**config.mk**
```make
export PLATFORM = sky130hd
export DESIGN_NAME = time_set_ctrl
export DESIGN_NICKNAME = d
export VERILOG_FILES = /design/src/rtl/time_set_ctrl.sv
export SDC_FILE = /design/constraint.sdc
export NUM_CORES = 1
export LEC_CHECK = 0
export ABC_AREA = 1
export CAP_MARGIN = 20
export CORE_MARGIN = 2
export CORE_UTILIZATION = 52
export CTS_BUF_LIST = sky130_fd_sc_hd__clkbuf_4 sky130_fd_sc_hd__clkbuf_8
export DETAILED_ROUTE_END_ITERATION = 16
export PLACE_DENSITY = 0.81
export RECOVER_POWER = 50
export SYNTH_ARGS = -nofsm -noshare
export SYNTH_HDL_FRONTEND = slang
export SYNTH_SLANG_ARGS = --single-unit
```
**constraint.sdc**
```tcl
create_clock -name clk -period 4.6 [get_ports clk]
set_input_delay 1.38 -clock clk [delete_from_list [all_inputs] [get_ports clk]]
set_output_delay 1.38 -clock clk [all_outputs]
set_load 0.02 [all_outputs]
```
**src/rtl/time_set_ctrl.sv**
```systemverilog
// Front-panel time-setting controller: debounces mode/inc/cancel, edits an hh:mm:ss BCD shadow and commits it.
// Optional auto-repeat of the inc button is built only when TIME_SET_AUTOREPEAT_EN is defined.
module time_set_ctrl #(
  parameter int DEBOUNCE_CYCLES = 1000000,
  parameter int BLINK_HALF      = 12500000
`ifdef TIME_SET_AUTOREPEAT_EN
  ,
  parameter int REPEAT_DELAY    = 25000000,
  parameter int REPEAT_PERIOD   = 5000000
`endif
) (
  input  logic       clk,
  input  logic       rst,
  input  logic       btn_mode,
  input  logic       btn_inc,
  input  logic       btn_cancel,
  input  logic [3:0] cur_sec_ge,
  input  logic [3:0] cur_sec_shi,
  input  logic [3:0] cur_min_ge,
  input  logic [3:0] cur_min_shi,
  input  logic [3:0] cur_hour_ge,
  input  logic [3:0] cur_hour_shi,
  output logic [3:0] set_sec_ge,
  output logic [3:0] set_sec_shi,
  output logic [3:0] set_min_ge,
  output logic [3:0] set_min_shi,
  output logic [3:0] set_hour_ge,
  output logic [3:0] set_hour_shi,
  output logic       set_time_finish,
  output logic       editing,
  output logic [5:0] blink_mask
);

  // state     | meaning
  // IDLE      | not editing, waiting for mode
  // EDIT_HOUR | inc advances hour field
  // EDIT_MIN  | inc advances minute field
  // EDIT_SEC  | inc advances second field
  // COMMIT    | one-cycle load of set_* from shadow
  typedef enum logic [2:0] {IDLE, EDIT_HOUR, EDIT_MIN, EDIT_SEC, COMMIT} state_t;

  localparam int DB_W    = $clog2(DEBOUNCE_CYCLES + 1);
  localparam int BLINK_W = $clog2(BLINK_HALF + 1);

  state_t      state, state_next;
  logic [23:0] shadow, shadow_next;
  logic [23:0] set_q;

  logic [2:0]  btn_raw;
  logic [2:0]  sync1, sync2, db_lvl, db_prev, press_ev;
  logic [DB_W-1:0] db_cnt [3];

  logic mode_ev, inc_ev, cancel_ev;
  logic edit_st, state_chg;

  logic [BLINK_W-1:0] blink_cnt;
  logic               blink_phase;

  assign btn_raw = {btn_cancel, btn_inc, btn_mode};

  // Index 0 = mode, 1 = inc, 2 = cancel
  always_ff @(posedge clk) begin
    if (rst) begin
      sync1    <= '0;
      sync2    <= '0;
      db_lvl   <= '0;
      db_prev  <= '0;
      press_ev <= '0;
      for (int i = 0; i < 3; i++) db_cnt[i] <= '0;
    end else begin
      sync1    <= btn_raw;
      sync2    <= sync1;
      db_prev  <= db_lvl;
      press_ev <= db_lvl & ~db_prev;
      for (int i = 0; i < 3; i++) begin
        if (sync2[i] == db_lvl[i]) begin
          db_cnt[i] <= '0;
        end else if (db_cnt[i] == DB_W'(DEBOUNCE_CYCLES - 1)) begin
          db_lvl[i] <= ~db_lvl[i];
          db_cnt[i] <= '0;
        end else begin
          db_cnt[i] <= db_cnt[i] + 1'b1;
        end
      end
    end
  end

  assign mode_ev   = press_ev[0];
  assign cancel_ev = press_ev[2];
  assign edit_st   = (state == EDIT_HOUR) || (state == EDIT_MIN) || (state == EDIT_SEC);
  assign state_chg = (state_next != state);

`ifdef TIME_SET_AUTOREPEAT_EN
  localparam int REP_MAX = (REPEAT_DELAY > REPEAT_PERIOD) ? REPEAT_DELAY : REPEAT_PERIOD;
  localparam int REP_W   = $clog2(REP_MAX + 1);

  logic [REP_W-1:0] rep_cnt;
  logic             rep_armed;
  logic             rep_ev;

  always_ff @(posedge clk) begin
    if (rst || !db_lvl[1] || !edit_st || state_chg) begin
      rep_cnt   <= '0;
      rep_armed <= 1'b0;
      rep_ev    <= 1'b0;
    end else begin
      rep_ev <= 1'b0;
      if (!rep_armed && rep_cnt == REP_W'(REPEAT_DELAY - 1)) begin
        rep_ev    <= 1'b1;
        rep_armed <= 1'b1;
        rep_cnt   <= '0;
      end else if (rep_armed && rep_cnt == REP_W'(REPEAT_PERIOD - 1)) begin
        rep_ev  <= 1'b1;
        rep_cnt <= '0;
      end else begin
        rep_cnt <= rep_cnt + 1'b1;
      end
    end
  end

  assign inc_ev = press_ev[1] | rep_ev;
`else
  assign inc_ev = press_ev[1];
`endif

  function automatic logic [7:0] bcd_inc(input logic [7:0] v, input logic [3:0] top_shi,
                                          input logic [3:0] top_ge);
    if (v[7:4] == top_shi && v[3:0] == top_ge) return 8'h00;
    else if (v[3:0] == 4'd9)                   return {v[7:4] + 4'd1, 4'd0};
    else                                       return {v[7:4], v[3:0] + 4'd1};
  endfunction

  always_comb begin
    state_next  = state;
    shadow_next = shadow;
    case (state)
      IDLE: begin
        if (mode_ev) begin
          shadow_next = {cur_hour_shi, cur_hour_ge, cur_min_shi, cur_min_ge,
                         cur_sec_shi, cur_sec_ge};
          state_next  = EDIT_HOUR;
        end
      end
      EDIT_HOUR: begin
        if (cancel_ev)    state_next = IDLE;
        else if (mode_ev) state_next = EDIT_MIN;
        else if (inc_ev)  shadow_next[23:16] = bcd_inc(shadow[23:16], 4'd2, 4'd3);
      end
      EDIT_MIN: begin
        if (cancel_ev)    state_next = IDLE;
        else if (mode_ev) state_next = EDIT_SEC;
        else if (inc_ev)  shadow_next[15:8] = bcd_inc(shadow[15:8], 4'd5, 4'd9);
      end
      EDIT_SEC: begin
        if (cancel_ev)    state_next = IDLE;
        else if (mode_ev) state_next = COMMIT;
        else if (inc_ev)  shadow_next[7:0] = bcd_inc(shadow[7:0], 4'd5, 4'd9);
      end
      COMMIT:  state_next = IDLE;
      default: state_next = IDLE;
    endcase
  end

  always_ff @(posedge clk) begin
    if (rst) begin
      state  <= IDLE;
      shadow <= '0;
      set_q  <= '0;
    end else begin
      state  <= state_next;
      shadow <= shadow_next;
      if (state == COMMIT) set_q <= shadow;
    end
  end

  // Phase restarts at 0 on every edit-state entry, including field-to-field moves
  always_ff @(posedge clk) begin
    if (rst || state_chg || !edit_st) begin
      blink_cnt   <= '0;
      blink_phase <= 1'b0;
    end else if (blink_cnt == BLINK_W'(BLINK_HALF - 1)) begin
      blink_cnt   <= '0;
      blink_phase <= ~blink_phase;
    end else begin
      blink_cnt <= blink_cnt + 1'b1;
    end
  end

  always_comb begin
    blink_mask = 6'b000000;
    if (blink_phase) begin
      case (state)
        EDIT_HOUR: blink_mask = 6'b110000;
        EDIT_MIN:  blink_mask = 6'b001100;
        EDIT_SEC:  blink_mask = 6'b000011;
        default:   blink_mask = 6'b000000;
      endcase
    end
  end

  assign editing         = edit_st;
  assign set_time_finish = (state == COMMIT);

  assign {set_hour_shi, set_hour_ge, set_min_shi, set_min_ge, set_sec_shi, set_sec_ge} = set_q;

endmodule

```
==> results.sh, run 1 <==
# source this file to load flow results
export IMPL_drt_first_pass_iters=5
export IMPL_synth_simple_area_share_pct=32.5
export IMPL_fp_utilization_pct=53.1
export IMPL_cts_setup_buffers=0
export IMPL_setup_viol=0
export IMPL_place_hpwl_mm=12.2
export IMPL_clk_latency_ns=0.46
export IMPL_cts_buffers_inserted=17
export IMPL_top_cell="nand2_1"
export IMPL_top_register="db_cnt"
export IMPL_finalHoldViolCount=0
export IMPL_antenna_found_initial=0
export IMPL_edf_count=60
export IMPL_r2r_end="db_cnt[2][11]$_SDFFCE_PN0P_"
export IMPL_drt_iter0_markers=559
export IMPL_synth_flops=151
export IMPL_clockBufferDepth=2
export IMPL_rows=45
export IMPL_grt_pass1_wl_mm=28.6
export IMPL_syn_instance_count=1097
export IMPL_layout_drive_gt1_share_pct=5.63
export IMPL_dieArea_sq_um=16500
export IMPL_die_y_microns=129
export IMPL_finalWorstSetupSlack_ns=0.763
export IMPL_worstPathArrival_ns=2.46
export IMPL_setup_tns_final_ns=0
export IMPL_min_path_type="flip-flop to flip-flop"
export IMPL_vias_per_cell=5.00
export IMPL_cts_resized=0
export IMPL_place_congestion=0.923
export IMPL_synth_top_cell_by_area="dfxtp_1"
export IMPL_die_x_microns=129
export IMPL_wirelength_mm=16.9
export IMPL_powerDensity_nw_per_um2=272
export IMPL_cp_cell_sequence="nand2_2 > nor2_1 > clkinv_1 > nor2_1 > clkdlybuf4s50_1"
export IMPL_grt_max_degree=45
export IMPL_period_needed_ns=3.84
export IMPL_critPathTopFamily="buffers and inverters"
export IMPL_min_from="db_prev[1]$_SDFF_PP0_"
export IMPL_clkTransAtPathRegs_ns=0.08
export IMPL_place_ws_ns=1.20
export IMPL_finalPower_mw=2.56
export IMPL_reg2reg_slack_ns=2.29
export IMPL_r2r_start="db_cnt[2][0]$_SDFFCE_PN0P_"
export IMPL_io_pins=61
export IMPL_final_layout_top_logic_cells="nand2_1 (245), nor2_1 (217), inv_1 (110)"
export IMPL_hold_end="press_ev[1]$_SDFF_PP0_"
export IMPL_yosys_area_share_aoi_pct=7.68
export IMPL_grt_pass1_vias=6471
export IMPL_syn2layout_area_growth_pct=16.3
export IMPL_lay_top_count="nand2_1"
export IMPL_grt_overflow=0
export IMPL_cpMostUsedCell="nor2_1"
export IMPL_synthArstFlopShare_pct=0
export IMPL_ys_sh_mux_pct=0
export IMPL_ys_sh_xor_pct=5.10
export IMPL_top_cells_by_count="nand2_1 (244), nor2_1 (217), inv_1 (110), dfxtp_1 (91), o21ai_0 (63)"
export IMPL_routedWlPerCell_microns=12.0
export IMPL_cts_tree="done"
export IMPL_cpMaxStageDelayCell="clkdlybuf4s50_1"
export IMPL_ir_drop_mv=0.204
export IMPL_core_area_sq_um=15200
export IMPL_worstSetupStartpointType="flip-flop"
export IMPL_clock_skew_ns=0.0148
export IMPL_ys_area_sq_um=8080
export IMPL_critPathCaptureType="output port"
export IMPL_timing_hold_ws_ns=0.395
export IMPL_topCellsByArea="dfxtp_1 (23%), edfxtp_1 (22%), nand2_1 (11%), nor2_1 (10%), inv_1 (5.1%)"
export IMPL_num_nets_final=1258
export IMPL_fin_util_pct=61.8
export IMPL_cts_root_buf="clkbuf_8"
export IMPL_cp_required_ns=3.22
export IMPL_cts_hold_buf=0
export IMPL_path_buffers=2
export IMPL_worstMarginPinSlew_ns=0.862
export IMPL_outcome="complete, no violations"
export IMPL_antenna_left=0
export IMPL_critPathKind="flip-flop to output port"
export IMPL_fmax_mhz=261
export IMPL_cts_sinks=151
export IMPL_ys_sh_adder_pct=2.48
export IMPL_yosysSeqAreaShare_pct=44.9
export IMPL_rr_worst_depth=8
export IMPL_rsz0062_at_grt="no"
export IMPL_p_leak_nw=3.85
export IMPL_largest_register_ffs=60
export IMPL_flop_cell="dfxtp_1"
export IMPL_worst_path_largest_cell_delay_ns=0.63
export IMPL_synth_top_area_share_pct=22.6
export IMPL_path_max_fanout=10
export IMPL_slew_viol_final=0
export IMPL_ys_cells=1097
export IMPL_warning_count=32
export IMPL_gr_usage_all_layers_pct=21.2
export IMPL_io_buffers=60
run 1: power by group:
part           internal [mW]  total, mW  switching (mW)
Sequential              1.41       1.44          0.0245
Clock                  0.539       1.02           0.479
Combinational         0.0431      0.102          0.0586
run 1: cells by family after synthesis:
group,count (synthesis)
other,1
flip-flops,151
AND/OR/NAND/NOR,616
adder cells (fa/ha/maj),16
XOR/XNOR,47
AND-OR/OR-AND,123
buffers and inverters,143
run 1: how the worst max path moves through the flow:
| stage | startpoint | to | slack (ns) | depth (start not counted) |
|---|---|---|---|---|
| finish | state[1]$_SDFF_PP0_ | blink_mask[2] | 0.76 | 5 |
| global route | state[1]$_SDFF_PP0_ | blink_mask[3] | 0.55 | 5 |
| CTS | state[1]$_SDFF_PP0_ | blink_mask[1] | 0.75 | 3 |
| detailed placement | rst | db_cnt[2][11]$_SDFFCE_PN0P_ | 1.20 | 7 |
| global placement | rst | db_cnt[2][12]$_SDFFCE_PN0P_ | 1.29 | 7 |
| floorplan | state[2]$_SDFF_PP0_ | blink_mask[3] | 1.73 | 6 |
run 1: metrics by stage:
| step | cells | cell area (sq um) |
|---|---|---|
| 5_1_grt | 1413 | 9390 |
| 3_3_place_gp | 1382 | 9010 |
| 2_1_floorplan | 1156 | 8300 |
| 3_5_place_dp | 1382 | 9010 |
| 6_report | 1413 | 9390 |
| 4_1_cts | 1413 | 9400 |
run 1: layer usage:
layer / vias to the layer above / GRT usage (%) / routed length [microns]
met2: 128 / 35.6 / 8100
met4: 0 / 6.84 / 318
met3: 23 / 4.62 / 660
li1: 3698 / - / -
met1: 3221 / 27.5 / 7810
met5: - / 0 / 0
run 1: cell type report:
cell class	count	area [sq um]
timing repair buffer	63	617
tap	188	235
inverter	118	443
clock buffer	24	299
sequential	151	3620
multi-input combinational	862	4080
clock inverter	7	96.3
fill	1362	5810
Figure 1. Met2 routing (run 1).
The bar under the picture is 50 microns long.
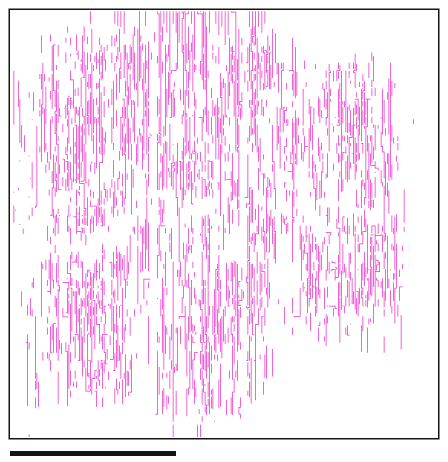
The longest straight run is 47.9 microns. The layer carries 8,100 microns of wire. The wires run mostly vertical. 980 nets have wire on it.

Figure 2. Sequential cells grouped by signal name (run 1).
Other sequential cells in the stronger gray, the rest of the logic in the fainter gray.
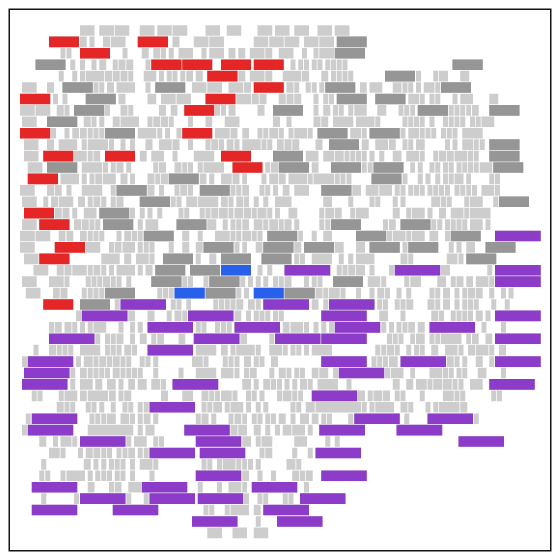
Red stands for set_q, flops 24. Blue stands for sync1, flops 3. Purple stands for db_cnt, flops 60.

Figure 3. Metal layers overlaid (run 1).
Only two layers are drawn.
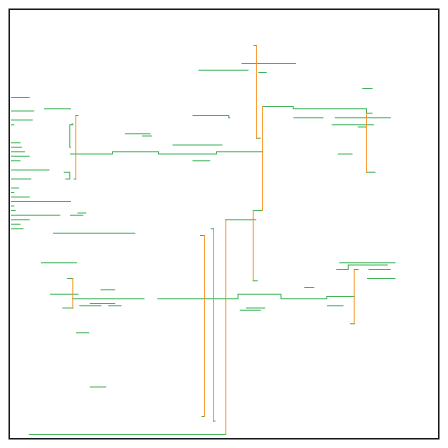
Orange stands for metal 4, wire length 319 microns. Green stands for metal 3, wire length 661 microns.

--- run 2 (diff from run 1) ---
Settings changed: PLACE_DENSITY 0.81 to 0.84.
Clock period 4.6 ns to 3.15 ns, I/O delays scaled along.
Figure 4. Met2 routing (run 2).
The bar under the picture is 50 microns long.
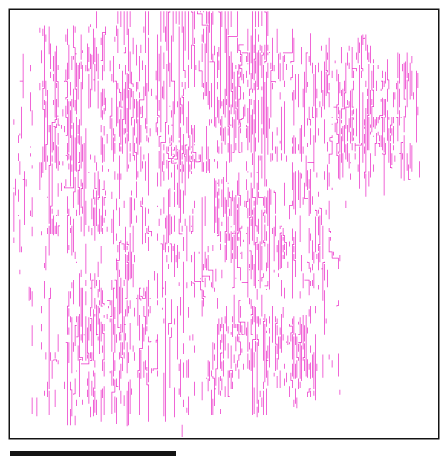
The layer holds 48% of the routed length. The wires run mostly vertical.

Figure 5. Metal layers overlaid (run 2).
Only two layers are drawn.
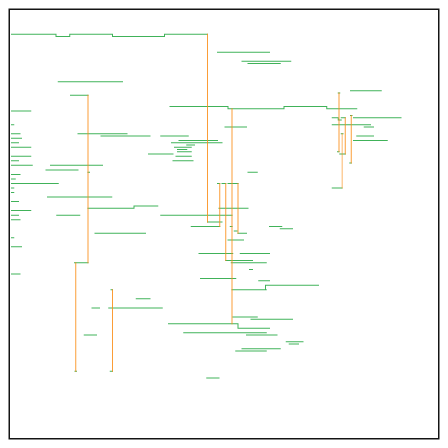
Green stands for metal 3, wire length 806 microns. Orange stands for metal 4, wire length 339 microns.

==> run 2 against run 1 <==
- total power up 49%
- clock skew down 0.0049 ns
- worst setup slack worse by 0.64 ns
- synthesized cell count unchanged
- die size unchanged
- final cell count up 0.50%
==> results.sh, run 2 <==
# source this file to load flow results
export IMPL_fp_utilization_pct=53.1
export IMPL_place_hpwl_mm=12.2
export IMPL_cts_sinks=151
export IMPL_clock_skew_ns=0.00995
export IMPL_antenna_found_initial=0
export IMPL_top_cells_by_count="nand2_1 (244), nor2_1 (217), inv_1 (110), dfxtp_1 (91), o21ai_0 (63)"
export IMPL_num_nets_final=1264
export IMPL_worstMarginPinSlew_ns=0.970
export IMPL_critPathKind="flip-flop to output port"
export IMPL_cts_hold_buf=0
export IMPL_synthArstFlopShare_pct=0
export IMPL_rsz0062_at_grt="no"
export IMPL_path_max_fanout=12
export IMPL_switching_share_pct=24.9
export IMPL_internal_power_mw=2.87
export IMPL_io_buffers=60
export IMPL_timing_hold_ws_ns=0.398
export IMPL_routedWlPerCell_microns=11.8
export IMPL_core_area_sq_um=15200
export IMPL_powerDensity_nw_per_um2=404
export IMPL_htree_num_levels=4
export IMPL_grt_pass1_wl_mm=28.5
export IMPL_combPwrFrac_pct=3.9
export IMPL_powerClk_mw=1.57
export IMPL_cts_tree="done"
export IMPL_worstPathArrival_ns=2.08
export IMPL_power_top_consumer="sequential cells"
export IMPL_drt_iter0_markers=507
export IMPL_syn_instance_count=1097
export IMPL_cp_required_ns=2.20
export IMPL_lay_top_count="nand2_1"
export IMPL_cts_setup_buffers=0
export IMPL_grt_overflow=0
export IMPL_slew_viol_final=0
export IMPL_clockBufferDepth=2
export IMPL_synth_top_area_share_pct=22.6
export IMPL_setup_viol=0
export IMPL_p_leak_nw=3.83
export IMPL_ir_drop_mv=0.301
export IMPL_sequentialPowerShare_pct=55.0
export IMPL_place_congestion=0.914
export IMPL_layout_drive_gt1_share_pct=5.93
export IMPL_worstSetupStartpointType="flip-flop"
export IMPL_antenna_left=0
export IMPL_syn_mean_instance_area_sq_um=7.36
export IMPL_fmax_mhz=331
export IMPL_period_needed_ns=3.03
export IMPL_top_register="db_cnt"
export IMPL_ys_cells=1097
export IMPL_final_layout_top_logic_cells="nand2_1 (245), nor2_1 (217), inv_1 (110)"
export IMPL_yosysSeqAreaShare_pct=44.9
export IMPL_die_y_microns=129
export IMPL_edf_count=60
export IMPL_ys_area_sq_um=8080
export IMPL_vias_per_cell=5.00
export IMPL_drcViolationCount=0
export IMPL_dieArea_sq_um=16500
export IMPL_die_x_microns=129
export IMPL_synth_warnings=0
export IMPL_topCellsByArea="dfxtp_1 (23%), edfxtp_1 (22%), nand2_1 (11%), nor2_1 (10%), inv_1 (5.1%)"
export IMPL_drt_first_pass_iters=5
export IMPL_critPathCaptureType="output port"
export IMPL_fin_util_pct=62.1
export IMPL_rows=45
export IMPL_combinationalPower_uw=149
export IMPL_synth_top_cell_by_area="dfxtp_1"
export IMPL_warning_count=32
export IMPL_largest_register_ffs=60
export IMPL_power_switching_uw=950
export IMPL_setup_tns_final_ns=0
export IMPL_wirelength_mm=16.8
export IMPL_clk_latency_ns=0.48
export IMPL_gr_usage_all_layers_pct=21.3
export IMPL_flop_cell="dfxtp_1"
export IMPL_io_pins=61
export IMPL_outcome="complete, no violations"
export IMPL_cts_resized=1
export IMPL_cts_root_buf="clkbuf_8"
export IMPL_synth_flops=151
export IMPL_grt_max_degree=42
export IMPL_grt_pass1_vias=6567
export IMPL_vias=7095
export IMPL_finalPower_mw=3.82
export IMPL_cts_buffers_inserted=17
export IMPL_min_path_type="flip-flop to flip-flop"
export IMPL_nFillCells=1344
export IMPL_finalHoldViolCount=0
export IMPL_clock_power_share_pct=41.1
export IMPL_top_cell="nand2_1"
export IMPL_syn2layout_area_growth_pct=17.0
export IMPL_clkTransAtPathRegs_ns=0.09
export IMPL_pg_seq_mw=2.10
export IMPL_synth_area_sq_um=8080
Figure 6. I/O nets highlighted (run 2).
The bar under the picture is 50 microns long.
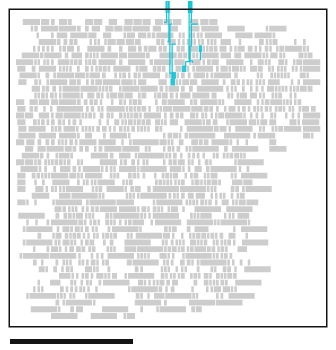
Cyan stands for cur_min_ge, direction input, edge top, end cells 4, buffers 4, wire 115 microns.

run 2: per-stage QoR:
stage,setup WS [ns],std cells,area [sq um]
6_report,0.125,1420,9450
5_1_grt,0.00502,1420,9450
4_1_cts,0.0838,1420,9470
3_5_place_dp,0.449,1388,9050
3_3_place_gp,0.523,1388,9050
2_1_floorplan,0.718,1156,8300
run 2: worst paths after layout:
kind,start,end,slack (ns),depth (start not counted)
max,state[0]$_SDFF_PP0_,blink_mask[4],0.12,3
min,db_prev[0]$_SDFF_PP0_,press_ev[0]$_SDFF_PP0_,0.40,1
max reg2reg,db_cnt[1][0]$_SDFFCE_PN0P_,db_cnt[1][16]$_SDFFCE_PN0P_,0.96,7
min reg2reg,db_prev[0]$_SDFF_PP0_,press_ev[0]$_SDFF_PP0_,0.40,1
run 2: area by class of cell:
| class | instances | area, sq um | area share [%] |
|---|---|---|---|
| Clock inverter | 15 | 180 | 1.91 |
| Multi-Input combinational cell | 862 | 4070 | 43.1 |
| Inverter | 118 | 443 | 4.69 |
| Timing Repair Buffer | 69 | 658 | 6.97 |
| Sequential cell | 151 | 3620 | 38.4 |
| Clock buffer | 17 | 234 | 2.48 |
| Tap cell | 188 | 235 | 2.49 |
run 2: worst max-delay path, stage by stage (launching register included):
cell and delay [ns]:
dfxtp_1 0.52, nand3_2 0.27, nor2_1 0.19, clkdlybuf4s50_1 0.63
run 2: layer usage:
layer	global-route usage, %	share of wire, %	vias to the layer above
li1	-	-	3720
met1	27.2	45	3178
met2	35.5	48	168
met3	4.86	4.8	29
met4	7.99	2.0	0
met5	0	0	-
run 2: logic make-up after synthesis:
group / share of synthesized area, %
XOR/XNOR: 5.10
other: 0.0464
flip-flops: 44.9
adder cells (fa/ha/maj): 2.48
AND/OR/NAND/NOR: 32.5
buffers and inverters: 7.36
AND-OR/OR-AND: 7.68
--- run 3 (diff from run 2) ---
Settings changed: CAP_MARGIN 20 to default, PLACE_DENSITY 0.84 to 0.77.
Figure 7. Met2 routing (run 3).
The bar under the picture is 50 microns long.
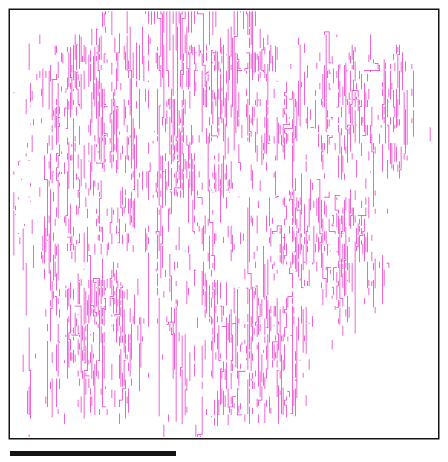
959 nets have wire on it. The layer carries 7,480 microns of wire. The wires run mostly vertical. The longest straight run is 35.4 microns.

Figure 8. I/O nets highlighted (run 3).
The bar under the picture is 50 microns long.
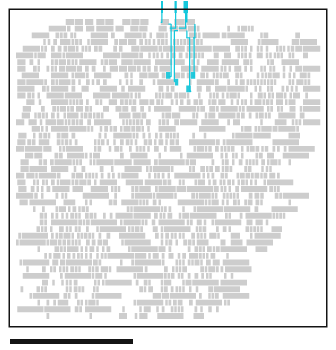
Cyan stands for cur_min_ge, direction input, edge top, end cells 4, buffers 4, wire 124 microns.

==> run 3 against run 2 <==
- final cell count barely moved
- die size did not move
- global-route usage fell by 0.082 points
- largest power group unchanged
- highest routed layer unchanged
==> results.sh, run 3 <==
# source this file to load flow results
export IMPL_syn2layout_area_growth_pct=16.3
export IMPL_worstSetupStartpointType="flip-flop"
export IMPL_syn_mean_instance_area_sq_um=7.36
export IMPL_worstMarginPinSlew_ns=1.17
export IMPL_setup_viol=0
export IMPL_r2r_start="db_cnt[2][0]$_SDFFCE_PN0P_"
export IMPL_period_needed_ns=2.93
export IMPL_sh_comb_area_pct=43.4
export IMPL_ys_sh_xor_pct=5.10
export IMPL_syn_instance_count=1097
export IMPL_grt_pass1_vias=6503
export IMPL_htree_num_levels=4
export IMPL_layout_drive_gt1_share_pct=6.00
export IMPL_core_area_sq_um=15200
export IMPL_drt_iter0_markers=531
export IMPL_slew_viol_final=0
export IMPL_die_y_microns=129
export IMPL_lay_top_count="nand2_1"
export IMPL_grt_max_degree=42
export IMPL_reg2reg_slack_ns=0.66
export IMPL_die_x_microns=129
export IMPL_setup_tns_final_ns=0
export IMPL_inverters=118
export IMPL_ir_drop_mv=0.306
export IMPL_critPathCaptureType="output port"
export IMPL_gr_usage_all_layers_pct=21.2
export IMPL_fmax_mhz=341
export IMPL_clk_latency_ns=0.47
export IMPL_antenna_found_initial=0
export IMPL_top_cells_by_count="nand2_1 (244), nor2_1 (217), inv_1 (110), dfxtp_1 (91), o21ai_0 (63)"
export IMPL_ff_count=151
export IMPL_place_ws_ns=0.411
export IMPL_synth_flops=151
export IMPL_critPathKind="flip-flop to output port"
export IMPL_seq_share_pct=38.6
export IMPL_warning_count=32
export IMPL_antenna_left=0
export IMPL_synth_area_sq_um=8080
export IMPL_fin_util_pct=61.8
export IMPL_finalHoldViolCount=0
export IMPL_place_congestion=0.888
export IMPL_ys_sh_adder_pct=2.48
export IMPL_finalWorstSetupSlack_ns=0.215
export IMPL_cp_cell_sequence="nand3_1 > nor2_1 > clkdlybuf4s50_1"
export IMPL_place_hpwl_mm=11.9
export IMPL_topCellsByArea="dfxtp_1 (23%), edfxtp_1 (22%), nand2_1 (11%), nor2_1 (10%), inv_1 (5.1%)"
export IMPL_fp_utilization_pct=53.1
export IMPL_wirelength_mm=16.5
export IMPL_ys_cells=1097
export IMPL_edf_count=60
export IMPL_rows=45
export IMPL_num_nets_final=1265
export IMPL_worstPathArrival_ns=1.99
export IMPL_synth_simple_area_share_pct=32.5
export IMPL_finalPower_mw=3.62
export IMPL_io_buffers=60
export IMPL_vias=7040
export IMPL_worst_path_largest_cell_delay_ns=0.64
export IMPL_synthArstFlopShare_pct=0
export IMPL_ys_sh_mux_pct=0
export IMPL_outcome="complete, no violations"
export IMPL_cts_sinks=151
export IMPL_synth_top_cell_by_area="dfxtp_1"
export IMPL_synth_warnings=0
export IMPL_rr_worst_depth=9
export IMPL_final_cell_area_sq_um=9400
export IMPL_seq_area_sq_um=3620
export IMPL_final_nonclk_buf_share_pct=7.04
export IMPL_path_max_fanout=8
export IMPL_drt_first_pass_iters=7
export IMPL_synth_top_area_share_pct=22.6
export IMPL_clock_area_share_pct=3.79
export IMPL_cts_root_buf="clkbuf_8"
export IMPL_flop_cell="dfxtp_1"
export IMPL_grt_overflow=0
export IMPL_clockBufferDepth=2
export IMPL_min_path_type="flip-flop to flip-flop"
export IMPL_cpMaxStageDelayCell="clkdlybuf4s50_1"
export IMPL_drcViolationCount=0
export IMPL_clkTransAtPathRegs_ns=0.09
export IMPL_dieArea_sq_um=16500
export IMPL_top_cell="nand2_1"
export IMPL_powerDensity_nw_per_um2=385
export IMPL_placed_cell_area_sq_um=9060
export IMPL_grt_pass1_wl_mm=28.6
export IMPL_top_register="db_cnt"
export IMPL_r2r_end="db_cnt[2][15]$_SDFFCE_PN0P_"
export IMPL_largest_register_ffs=60
Figure 9. Metal layers overlaid (run 3).
Only two layers are drawn.
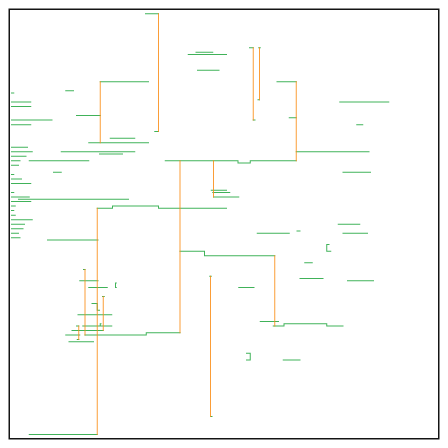
Green stands for metal 3, wire length 648 microns. Orange stands for metal 4, wire length 343 microns.

==> run 3: per-stage QoR <==
stage	hold slack, ns	instances
after global placement	0.375	1389
after detailed placement	0.379	1389
after floorplan	0.373	1156
after CTS	0.393	1421
final	0.391	1421
after global routing	0.396	1421
==> run 3: layer usage <==
metal,part of all wire (%),wire (microns),GRT usage [%],vias to the layer above
met5,0,0,0,-
met4,2.1,342,8.12,0
met3,3.9,647,5.03,30
met2,45,7480,33.7,131
met1,49,8000,28.3,3169
li1,-,-,-,3710
==> run 3: worst min-delay path by stage <==
| stage | cells after the start | slack [ns] | from | end |
|---|---|---|---|---|
| 2_1_floorplan | 1 | 0.37 | db_prev[2]$_SDFF_PP0_ | press_ev[2]$_SDFF_PP0_ |
| 3_3_place_gp | 1 | 0.38 | db_prev[2]$_SDFF_PP0_ | press_ev[2]$_SDFF_PP0_ |
| 3_5_place_dp | 1 | 0.38 | db_prev[2]$_SDFF_PP0_ | press_ev[2]$_SDFF_PP0_ |
| 4_1_cts | 1 | 0.39 | db_prev[2]$_SDFF_PP0_ | press_ev[2]$_SDFF_PP0_ |
| 5_1_grt | 1 | 0.40 | db_prev[2]$_SDFF_PP0_ | press_ev[2]$_SDFF_PP0_ |
| 6_report | 1 | 0.39 | db_prev[2]$_SDFF_PP0_ | press_ev[2]$_SDFF_PP0_ |
==> run 3: what timing repair did <==
action / in CTS / in global routing
resized: 1 / 2
hold buffers: 0 / 0
endpoints found under the setup margin: 2 / 2
pin swaps: 0 / 0
==> run 3: worst max-delay path: cells and delay by family, from the launching register on <==
family	cells	cell delay, ns
simple gates	2	0.35
flops	1	0.53
buf+inv	1	0.64
==> run 3: power breakdown <==
part,switching (mW),internal [mW],leakage (nW)
Clock,0.796,0.574,0.184
Combinational,0.0851,0.0634,2.26
Sequential,0.0348,2.06,1.35
No activity file was given, so power comes from the tool's default toggle rates.
